==> run_1/power_grid.png <==
Pins as bars on the die edge.
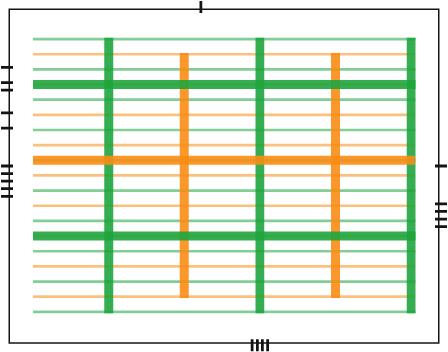
==> run_1/flops_by_reg.png <==
Other sequential cells in the stronger grey, the rest of the logic in the fainter grey.
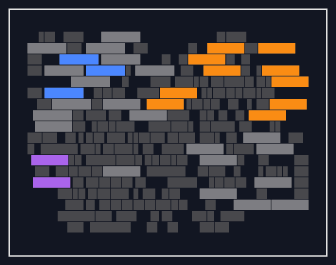
==> run_1/clocks.png <==
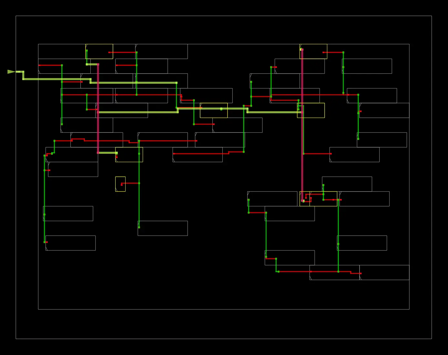
==> run_1/placement_by_type.png <==
The bar under the picture is 20 um long. Fill, decap, tap and diode cells in grey.
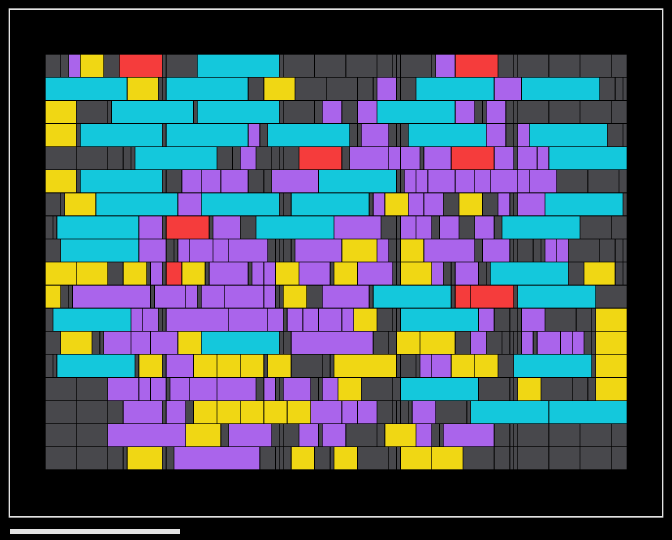
`src/rtl/bank_pkg.sv`:
```
// Shared types and helpers for the bank queue teller dispatcher.
package bank_pkg;

    typedef enum logic [1:0] {IDLE, GRANT, CALL} state_t;

    localparam int MAX_TELLERS = 3;

    typedef logic [1:0] teller_id_t;

    // Teller i (0-based) is enabled iff i < tcount.
    function automatic logic [MAX_TELLERS-1:0] enable_mask(input logic [1:0] tcount);
        logic [MAX_TELLERS-1:0] m;
        m = '0;
        for (int i = 0; i < MAX_TELLERS; i++) begin
            m[i] = (2'(i) < tcount);
        end
        return m;
    endfunction

endpackage

```
`src/rtl/sync_fall_edge.sv`:
```
// Two-flop synchronizer for an idle-high asynchronous input plus a falling-edge
// detector. The edge output is high for exactly one cycle per high-to-low transition.
module sync_fall_edge (
    input  logic clock,
    input  logic reset,
    input  logic din,
    output logic fall
);

    logic s1;
    logic s2;
    logic s3;

    // Synchronizer chain and one history stage; all idle high out of reset.
    always_ff @(posedge clock or posedge reset) begin
        if (reset) begin
            s1 <= 1'b1;
            s2 <= 1'b1;
            s3 <= 1'b1;
        end else begin
            s1 <= din;
            s2 <= s1;
            s3 <= s2;
        end
    end

    assign fall = s3 & ~s2;

endmodule

```
`src/rtl/teller_dispatch.sv`:
```
// Round-robin dispatcher that calls waiting customers to ready tellers and strobes
// the queue dequeue on customer exit or call timeout.
module teller_dispatch
    import bank_pkg::*;
#(
    parameter int N_TELLERS    = 3,
    parameter int CNT_W        = 3,
    parameter int CALL_TIMEOUT = 1000
) (
    input  logic                 clock,
    input  logic                 reset,
    input  logic [N_TELLERS-1:0] teller_rdy_n,
    input  logic [1:0]           tcount,
    input  logic [CNT_W-1:0]     pcount,
    input  logic                 empty_flag,
    input  logic                 phc_exit_n,
    output logic                 deq_pulse,
    output logic                 call_valid,
    output logic [1:0]           call_id,
    output logic [N_TELLERS-1:0] pending,
    output logic                 noshow_pulse
);

    localparam int TIMER_W = (CALL_TIMEOUT > 1) ? $clog2(CALL_TIMEOUT) : 1;
    localparam logic [TIMER_W-1:0] TIMER_LAST = TIMER_W'(CALL_TIMEOUT - 1);

    state_t               state;
    teller_id_t           gnt;
    teller_id_t           rr_ptr;
    logic [TIMER_W-1:0]   timer;

    logic [N_TELLERS-1:0] teller_evt;
    logic                 exit_evt;
    logic [MAX_TELLERS-1:0] mask_full;
    logic [N_TELLERS-1:0] en_mask;
    logic [N_TELLERS-1:0] eligible;
    logic [N_TELLERS-1:0] gnt_onehot;
    logic [N_TELLERS-1:0] keep_mask;
    logic [N_TELLERS-1:0] pending_upd;
    logic                 q_avail;
    logic                 sel_found;
    teller_id_t           sel_idx;
    logic [2:0]           cand;
    logic [2:0]           rr_sum;
    teller_id_t           rr_next;

    for (genvar i = 0; i < N_TELLERS; i++) begin : g_teller_sync
        sync_fall_edge u_sync (
            .clock (clock),
            .reset (reset),
            .din   (teller_rdy_n[i]),
            .fall  (teller_evt[i])
        );
    end

    sync_fall_edge u_exit_sync (
        .clock (clock),
        .reset (reset),
        .din   (phc_exit_n),
        .fall  (exit_evt)
    );

    assign mask_full = enable_mask(tcount);
    assign en_mask   = mask_full[N_TELLERS-1:0];
    assign eligible  = pending & en_mask;

    // pcount is only a consistency check: a queue claiming non-empty with zero
    // occupancy is treated as empty.
    assign q_avail = ~empty_flag & (|pcount);

    // Pending update: latch enabled presses, drop disabled tellers except the one on call.
    always_comb begin
        for (int i = 0; i < N_TELLERS; i++) begin
            gnt_onehot[i] = (gnt == 2'(i));
        end
        keep_mask   = en_mask | ((state == CALL) ? gnt_onehot : '0);
        pending_upd = (pending | (teller_evt & en_mask)) & keep_mask;
    end

    // Round-robin pick: first eligible teller at or after rr_ptr, wrapping.
    always_comb begin
        sel_found = 1'b0;
        sel_idx   = '0;
        cand      = '0;
        for (int k = 0; k < N_TELLERS; k++) begin
            cand = {1'b0, rr_ptr} + 3'(k);
            if (cand >= 3'(N_TELLERS)) begin
                cand = cand - 3'(N_TELLERS);
            end
            if (!sel_found && eligible[cand[1:0]]) begin
                sel_found = 1'b1;
                sel_idx   = cand[1:0];
            end
        end
    end

    // Pointer to the teller after the one just served.
    always_comb begin
        rr_sum = {1'b0, gnt} + 3'd1;
        if (rr_sum >= 3'(N_TELLERS)) begin
            rr_sum = rr_sum - 3'(N_TELLERS);
        end
        rr_next = rr_sum[1:0];
    end

    // Dispatch FSM with registered call and pulse outputs.
    always_ff @(posedge clock or posedge reset) begin
        if (reset) begin
            state        <= IDLE;
            gnt          <= '0;
            rr_ptr       <= '0;
            timer        <= '0;
            pending      <= '0;
            deq_pulse    <= 1'b0;
            noshow_pulse <= 1'b0;
            call_valid   <= 1'b0;
            call_id      <= '0;
        end else begin
            deq_pulse    <= 1'b0;
            noshow_pulse <= 1'b0;
            pending      <= pending_upd;
            unique case (state)
                IDLE: begin
                    // Exit events here belong to nobody and are dropped.
                    if ((|eligible) && q_avail) begin
                        state <= GRANT;
                    end
                end
                GRANT: begin
                    if (sel_found) begin
                        gnt        <= sel_idx;
                        timer      <= '0;
                        call_valid <= 1'b1;
                        call_id    <= sel_idx + 2'd1;
                        state      <= CALL;
                    end else begin
                        // Eligibility vanished (tcount dropped) between IDLE and GRANT.
                        state <= IDLE;
                    end
                end
                CALL: begin
                    if (exit_evt) begin
                        deq_pulse  <= 1'b1;
                        pending    <= pending_upd & ~gnt_onehot;
                        rr_ptr     <= rr_next;
                        call_valid <= 1'b0;
                        call_id    <= '0;
                        state      <= IDLE;
                    end else if (timer == TIMER_LAST) begin
                        // No-show: drop the customer but keep the teller's request.
                        deq_pulse    <= 1'b1;
                        noshow_pulse <= 1'b1;
                        call_valid   <= 1'b0;
                        call_id      <= '0;
                        state        <= IDLE;
                    end else begin
                        timer <= timer + TIMER_W'(1);
                    end
                end
                default: begin
                    state <= IDLE;
                end
            endcase
        end
    end

endmodule

```
`config.mk`:
```
export PLATFORM = sky130hd
export DESIGN_NAME = teller_dispatch
export DESIGN_NICKNAME = d
export VERILOG_FILES = /design/src/rtl/bank_pkg.sv /design/src/rtl/sync_fall_edge.sv /design/src/rtl/teller_dispatch.sv
export SDC_FILE = /design/constraint.sdc
export NUM_CORES = 1
export LEC_CHECK = 0
export CAP_MARGIN = 25
export CORE_ASPECT_RATIO = 0.75
export CORE_MARGIN = 4
export CORE_UTILIZATION = 49
export DETAILED_ROUTE_END_ITERATION = 6
export PLACE_DENSITY = 0.82
export SLEW_MARGIN = 40
export SYNTH_ARGS = -nofsm -noshare
export SYNTH_HDL_FRONTEND = slang
export SYNTH_SLANG_ARGS = --single-unit
```
`constraint.sdc`:
```
create_clock -name clock -period 2.2 [get_ports clock]
set_clock_uncertainty 0.1 [all_clocks]
set_input_delay 0.55 -clock clock [delete_from_list [all_inputs] [get_ports clock]]
set_output_delay 0.55 -clock clock [all_outputs]
set_load 0.03 [all_outputs]
```
==> results.ini, run 1 <==
[drt]
highest-signal-layer = met4
met2_length_mm = 1.99
drc_errors = 0
routed_wirelength_mm = 3.91
drt-met1-wl_mm = 1.64
drt_iter0_drc = 123
vias = 1416

[synthesis]
syn_nets = 177
synthDistinctLibCells = 48
yosys_warnings = 0
top_area_share_pct = 34.5
topCellsByArea = dfrtp_1 (35%), dfstp_2 (18%), ha_1 (5.8%)
ys_ff = 36

[place]
place_inst = 235
place_area_mm2 = 0.00216

[layout]
largest_reg_flops = 10
lay_top_cells = buf_4 (28), dfrtp_1 (24), clkdlybuf4s50_1 (17)
nNetsFinal = 231
lay_top_count = buf_4
dominant-cell-class = sequential cells
syn2layout_area_growth_pct = 39.4
nFillCells = 222
top_register = timer
comb_area_um2 = 867
drive_above_1_share_pct = 37.7
logic_gates = 106
ff_count = 36
antennaDiodeCount = 0
buffer_area_share_pct = 19.0

[timing]
final-max-slew-violation-count = 0
fin_setup_tns_ns = -0.0104
setup_viol = 1
fin_ws_ns = -0.0104
rsz0062_at_grt = true

[run_status]
violations = negative setup slack
run_status = finished with violations

[worst_setup_path]
worstSetupEndpointType = flop
crit_required_ns = 2.27
cp.arrival_ns = 2.28

[grt]
grt_pass1_wl_mm = 6.57
met2_usage_pct = 29.8

[power]
powerDensity_mw_per_mm2 = 1200

[clocking]
holdBufCountCts = 0
cts_tree = done
cts.clk_slew.worst_paths_ns = 0.07
ctsResizeCount = 13

[flow_run]
maxCapViolCount = 0

[die]
taps = 40

## Picture notes: power_grid.png
VDD -> orange
VSS -> green
met4 straps = 5
rows = 18
met5 straps = 3
signal pins = 20
met1 rails = 19
core area: 0.00336 mm2
Die X: 76.8 um
Die Y: 59.6 um
Worst VDD drop: 0.739 mV

## Picture notes: flops_by_reg.png
`timer` -> orange  # sequential cells 10
`rr_ptr` -> purple  # sequential cells 2
`g_teller_sync.u_sync.s2` -> blue  # sequential cells 3
not coloured = 21
flop share of the area: 37.8%
Layout Utilization: 72.3%
register area: 916 um2
seq pwr: 0.983 mW

## Picture notes: clocks.png
Late-Pin Clk Latency: 0.29 ns
Clk power: 0.477 mW
clkbuf count: 6
Clock Sinks: 36

## Picture notes: placement_by_type.png
remaining buffers and delay cells -> yellow  # cells 52, share of their area 19%
combinational and other logic -> purple  # cells 116, share of their area 38%
sequential cells -> cyan  # cells 36, share of their area 39%
clock drivers and dummy loads -> red  # cells 8, share of their area 3.9%
row cnt: 18
post-route cell area: 0.00243 mm2

-- run 1: worst paths after layout --
path / start / to / cells after the start
worst min register to register: g_teller_sync[1].u_sync.s1 / g_teller_sync[1].u_sync.s2 / 0
max in group asynchronous: reset / u_exit_sync.s3 / 3
worst min-delay path: g_teller_sync[1].u_sync.s1 / g_teller_sync[1].u_sync.s2 / 0
worst max register to register: rr_ptr[0] / timer[0] / 8
min in group asynchronous: reset / gnt[0] / 3
worst max-delay path: rr_ptr[0] / timer[0] / 8
-- run 1: where the power goes --
part	internal (mW)	total, mW	switching, mW
logic	0.742	1.46	0.721
clock network	0.249	0.477	0.227
registers	0.831	0.983	0.152
==> run 2: changes to the inputs <==
--- a/config.mk
+++ b/config.mk
@@ -8,9 +8,10 @@
 export CAP_MARGIN = 25
 export CORE_ASPECT_RATIO = 0.75
 export CORE_MARGIN = 4
-export CORE_UTILIZATION = 49
+export CORE_UTILIZATION = 55
 export DETAILED_ROUTE_END_ITERATION = 6
-export PLACE_DENSITY = 0.82
+export PLACE_DENSITY = 0.86
+export REMOVE_ABC_BUFFERS = 1
 export SLEW_MARGIN = 40
 export SYNTH_ARGS = -nofsm -noshare
 export SYNTH_HDL_FRONTEND = slang
==> constraint.sdc (replaced) <==
create_clock -name clock -period 2.5 [get_ports clock]
set_clock_uncertainty 0.1 [all_clocks]
set_input_delay 0.625 -clock clock [delete_from_list [all_inputs] [get_ports clock]]
set_output_delay 0.625 -clock clock [all_outputs]
set_load 0.03 [all_outputs]
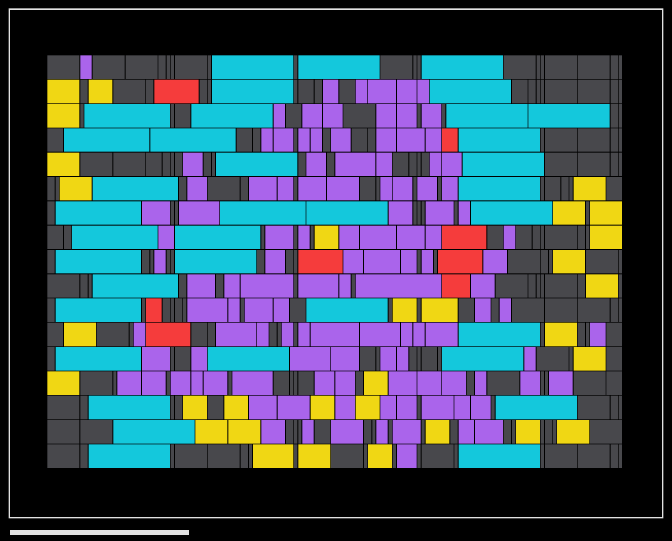
(run_2/placement_by_type.png)
The bar under the picture is 20 um long. Fill, decap, tap and diode cells in grey.
combinational and other logic -> purple  # cells 116, share of their area 38%
clock drivers and dummy loads -> red  # cells 8, share of their area 4.2%
remaining buffers and delay cells -> yellow  # cells 31, share of their area 14%
sequential cells -> cyan  # cells 36, share of their area 44%
post-route cell area: 0.00214 mm2
flop share of the area: 42.8%
Layout Utilization: 71.8%
core area: 0.00298 mm2

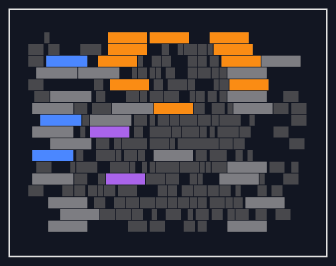
(run_2/flops_by_reg.png)
Other sequential cells in the stronger grey, the rest of the logic in the fainter grey.
`rr_ptr` -> purple  # sequential cells 2
`g_teller_sync.u_sync.s2` -> blue  # sequential cells 3
`timer` -> orange  # sequential cells 10, where top middle
seq pwr: 0.884 mW

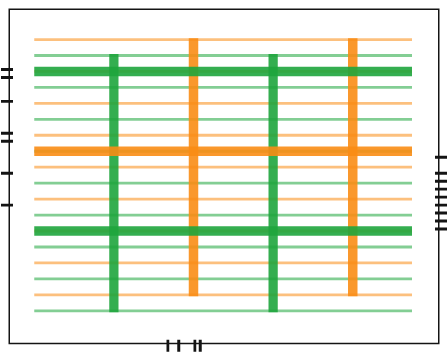
(run_2/power_grid.png)
Pins as bars on the die edge.
Die Y: 56.7 um
Die X: 73.0 um
Worst VDD drop: 0.661 mV

==> run 2 against run 1 <==
- the flow now finishes without violations
- hold slack improved by 0.0025 ns
- power decreased by 26%
- register-to-register slack improved by 0.15 ns
- sequential power decreased by about 10%
- die area decreased by 9.6%
- critical path depth decreased by 2
- largest cell class unchanged
==> results.ini, run 2 <==
[drt]
wl_per_cell_um = 16.8
highest-signal-layer = met4
routed_wirelength_mm = 3.86
drt_iter0_drc = 107
vias = 1362
drt-met1-wl_mm = 1.63
drc_errors = 0
met2_length_mm = 1.98

[synthesis]
synth-main-ff-cell = dfrtp_1
top_area_share_pct = 34.5
synth-area-yosys_mm2 = 0.00174
ys_ff = 36
ys_sh_adder_pct = 5.75
yosys_warnings = 0
yosysSeqAreaShare_pct = 52.6
topCellsByArea = dfrtp_1 (35%), dfstp_2 (18%), ha_1 (5.8%)
top_cell = dfrtp_1
synthDistinctLibCells = 48
yosys_cells = 157

[clocking]
ctsResizeCount = 0
insertion_delay_ns = 0.28
post_cts_buffers = 0
cts_tree = done
cts.sinks = 36
holdBufCountCts = 0
cts.clk_slew.worst_paths_ns = 0.07

[power]
p_sw_mw = 0.857
swShare_pct = 39.6
clockPowerShare_pct = 18.4
pg_clk_mw = 0.398
p_seq_share_pct = 40.8
powerDensity_mw_per_mm2 = 1010
power.leakage_nw = 0.943
intPower_mw = 1.31
combPwrFrac_pct = 40.8
p_comb_mw = 0.884
power_leader = registers

[layout]
syn2layout_area_growth_pct = 22.9
lay_top_count = dfrtp_1
buffer_area_share_pct = 13.4
logic_gates = 106
clk_share_pct = 4.09
nFillCells = 203
nNetsFinal = 210
nClkBuffers = 5
drive_above_1_share_pct = 25.1
top_register = timer
dominant-cell-class = sequential cells
antennaDiodeCount = 0
stdcell_count = 229
layout.area.seq_um2 = 916
lay_top_cells = dfrtp_1 (24), clkdlybuf4s50_1 (18), dfstp_2 (12)
comb_area_um2 = 764
largest_reg_flops = 10
ff_count = 36

[die]
rows = 17
taps = 38

[worst_setup_path]
crit_cells = 6
cp_max_fo = 4
crit_family = AND-OR/OR-AND gates
slowest_delay_ns = 0.53
worst-r2r-cell-count = 7
cp-endpoint = gnt[1]
worstSetupEndpointType = flop
r2r-start = rr_ptr[0]
startpoint = tcount[0]
cp.arrival_ns = 2.48
regToRegEndpoint = gnt[1]
crit_required_ns = 2.57

[run_status]
run_status = completed

[worst_hold_path]
min-delay-start = u_exit_sync.s1
hold_path.class = flop to flop

[timing]
slew_headroom_pct = 53.6
fin_ws_ns = 0.0885
setup_viol = 0
fin_setup_tns_ns = 0
rsz0062_at_grt = false
hold_viol = 0
final-max-slew-violation-count = 0

[grt]
grt_start_max_net_pins = 37
grt_usage_pct = 19.6
grt_pass1_wl_mm = 6.22
met2_usage_pct = 34.1
met1_usage_pct = 23.6

[place]
place_inst = 221
place_area_mm2 = 0.00204
dp_slack_ns = -0.221

[flow_run]
maxCapViolCount = 0

==> run 2: cell types whose count changed in the layout (fill, tap and decap cells not counted), moves of 2 or more <==
cell    delta
buf_6      -3
mux2_2     +2
or2_4      -2
inv_1      +3
ha_4       -2
inv_2      -2
mux2_4     -2
buf_4     -17
==> run 2: how the worst min path moves through the flow <==
stage | end | slack, ns | cells past startpoint
2_1_floorplan | g_teller_sync[0].u_sync.s2 | 0.25 | 0
3_3_place_gp | g_teller_sync[2].u_sync.s2 | 0.25 | 0
3_5_place_dp | g_teller_sync[1].u_sync.s2 | 0.25 | 0
4_1_cts | g_teller_sync[2].u_sync.s2 | 0.26 | 0
5_1_grt | u_exit_sync.s2 | 0.26 | 0
6_report | u_exit_sync.s2 | 0.26 | 0
==> run 3: changes to the inputs <==
--- a/config.mk
+++ b/config.mk
@@ -5,6 +5,7 @@
 export SDC_FILE = /design/constraint.sdc
 export NUM_CORES = 1
 export LEC_CHECK = 0
+export ABC_AREA = 1
 export CAP_MARGIN = 25
 export CORE_ASPECT_RATIO = 0.75
 export CORE_MARGIN = 4
==> constraint.sdc (replaced) <==
create_clock -name clock -period 2.3 [get_ports clock]
set_clock_uncertainty 0.1 [all_clocks]
set_input_delay 0.575 -clock clock [delete_from_list [all_inputs] [get_ports clock]]
set_output_delay 0.575 -clock clock [all_outputs]
set_load 0.03 [all_outputs]
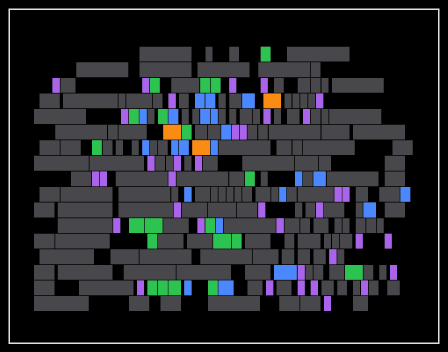
(run_3/logic_types.png)
nor cells -> blue  # cells 22
xor and xnor cells -> orange  # cells 3
aoi and oai cells -> green  # cells 20
inv cells -> purple  # cells 36
Comb/total area: 34.2%
dominant logic cell type in the layout: nand2_1
fin cells: 283

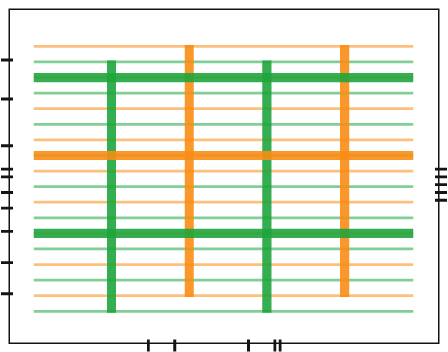
(run_3/power_grid.png)
Pins as bars on the die edge.
VDD -> orange
VSS -> green
signal pins = 20
met4 straps = 4
Worst VDD drop: 0.761 mV
Die Y: 58.0 um
Die X: 74.7 um

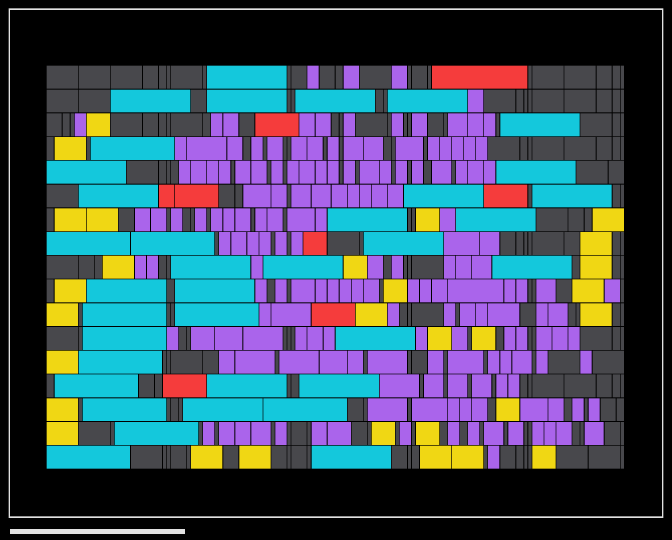
(run_3/placement_by_type.png)
The bar under the picture is 20 um long. Fill, decap, tap and diode cells in grey.
clock drivers and dummy loads -> red  # cells 8, share of their area 5.1%
remaining buffers and delay cells -> yellow  # cells 29, share of their area 12%
combinational and other logic -> purple  # cells 172, share of their area 41%
sequential cells -> cyan  # cells 36, share of their area 42%
core area: 0.00306 mm2
flop share of the area: 40.8%
post-route cell area: 0.00224 mm2
Layout Utilization: 73.2%

==> run 3 against run 2 <==
- hold slack got worse by 0.0022 ns
- cell count grew 24%
- global-route usage up 0.15 points
- power up 12%
- wire length is 3.0% lower
==> results.ini, run 3 <==
[run_status]
run_status = completed

[flow_run]
maxCapViolCount = 0

[synthesis]
synthDistinctLibCells = 30
topCellsByArea = dfrtp_1 (33%), dfstp_2 (17%), nand2_1 (8.0%)
synth-main-ff-cell = dfrtp_1
top_area_share_pct = 32.7
top_cell = nand2_1
syn-cell-area_mm2 = 0.00184
yosys_warnings = 0
ys_ff = 36
yosys_cells = 210
synth-area-yosys_mm2 = 0.00184
yosysSeqAreaShare_pct = 49.9

[power]
p_seq_share_pct = 35.7
powerDensity_mw_per_mm2 = 1080
p_sw_mw = 0.983
pg_seq_mw = 0.867
power_leader = combinational logic
intPower_mw = 1.45
clockPowerShare_pct = 22.7
swShare_pct = 40.4
combPwrFrac_pct = 41.7
p_comb_mw = 1.01
pg_clk_mw = 0.551
power.leakage_nw = 1.10

[layout]
largest_reg_flops = 10
syn2layout_area_growth_pct = 22.2
lay_top_cells = nand2_1 (39), inv_1 (36), nand3_1 (25)
nFillCells = 220
antennaDiodeCount = 0
top_register = timer
drive_above_1_share_pct = 18.0
nNetsFinal = 264

[grt]
grt_pass1_wl_mm = 6.51
grt_start_max_net_pins = 37
met2_usage_pct = 28.5
grtUsageMet3_pct = 6.59
grt_usage_pct = 19.8
met1_usage_pct = 29.2

[drt]
wl_per_cell_um = 13.2
drc_errors = 0
routed_wirelength_mm = 3.74
drt_iter0_drc = 126
vias = 1515

[worst_setup_path]
crit_cells = 1
cp_max_fo = 7
cp.arrival_ns = 1.50
r2r-start = rr_ptr[0]
startpoint = pending[0]
cp-endpoint = pending[0]
worstSetupEndpointType = output pin
crit_family = buffers and inverters
crit_required_ns = 1.62
worst-r2r-cell-count = 14

[die]
rows = 17
fp-utilization_pct = 59.9

[clocking]
holdBufCountCts = 0
insertion_delay_ns = 0.29
ctsResizeCount = 0
cts_root_buf = clkbuf_8
cts.sinks = 36
cts.clk_slew.worst_paths_ns = 0.07
post_cts_buffers = 0

[timing]
slew_headroom_pct = 70.5
fin_setup_tns_ns = 0
hold_viol = 0
rsz0062_at_grt = false
setup_viol = 0
final-max-slew-violation-count = 0

[worst_hold_path]
hold_path.class = flop to flop
min-delay-start = g_teller_sync[2].u_sync.s1
hold_depth = 0
hold_end = g_teller_sync[2].u_sync.s2

[place]
place_area_mm2 = 0.00213
dp_slack_ns = -0.0827
place_inst = 275

-- run 3: cell families after synthesis --
family	Yosys count	share of synthesized area, %
and+or+nand+nor	104	28.3
buffers and inverters	38	8.25
AOI/OAI and AO/OA	21	6.68
DFF	36	49.9
xor gates and xnor gates	3	1.43
adders and majority gates	8	5.45
-- run 3: layout make-up --
cell class	count	area, um2	area share, %
repair buffers	29	265	11.8
clock inverters	3	42.5	1.90
multi-input cells	136	768	34.2
well taps	38	47.5	2.12
flip-flops and latches	36	916	40.8
inverters	36	135	6.02
clock buffers	5	68.8	3.07
-- run 3: per-layer routing --
metal	vias to the layer above	share of wire (%)	routed length (um)
met1	716	50	1860
li1	744	-	-
met5	-	0	0
met4	0	0	0
met3	0	6.8	256
met2	55	43	1630
Power and IR drop assume default switching activity.
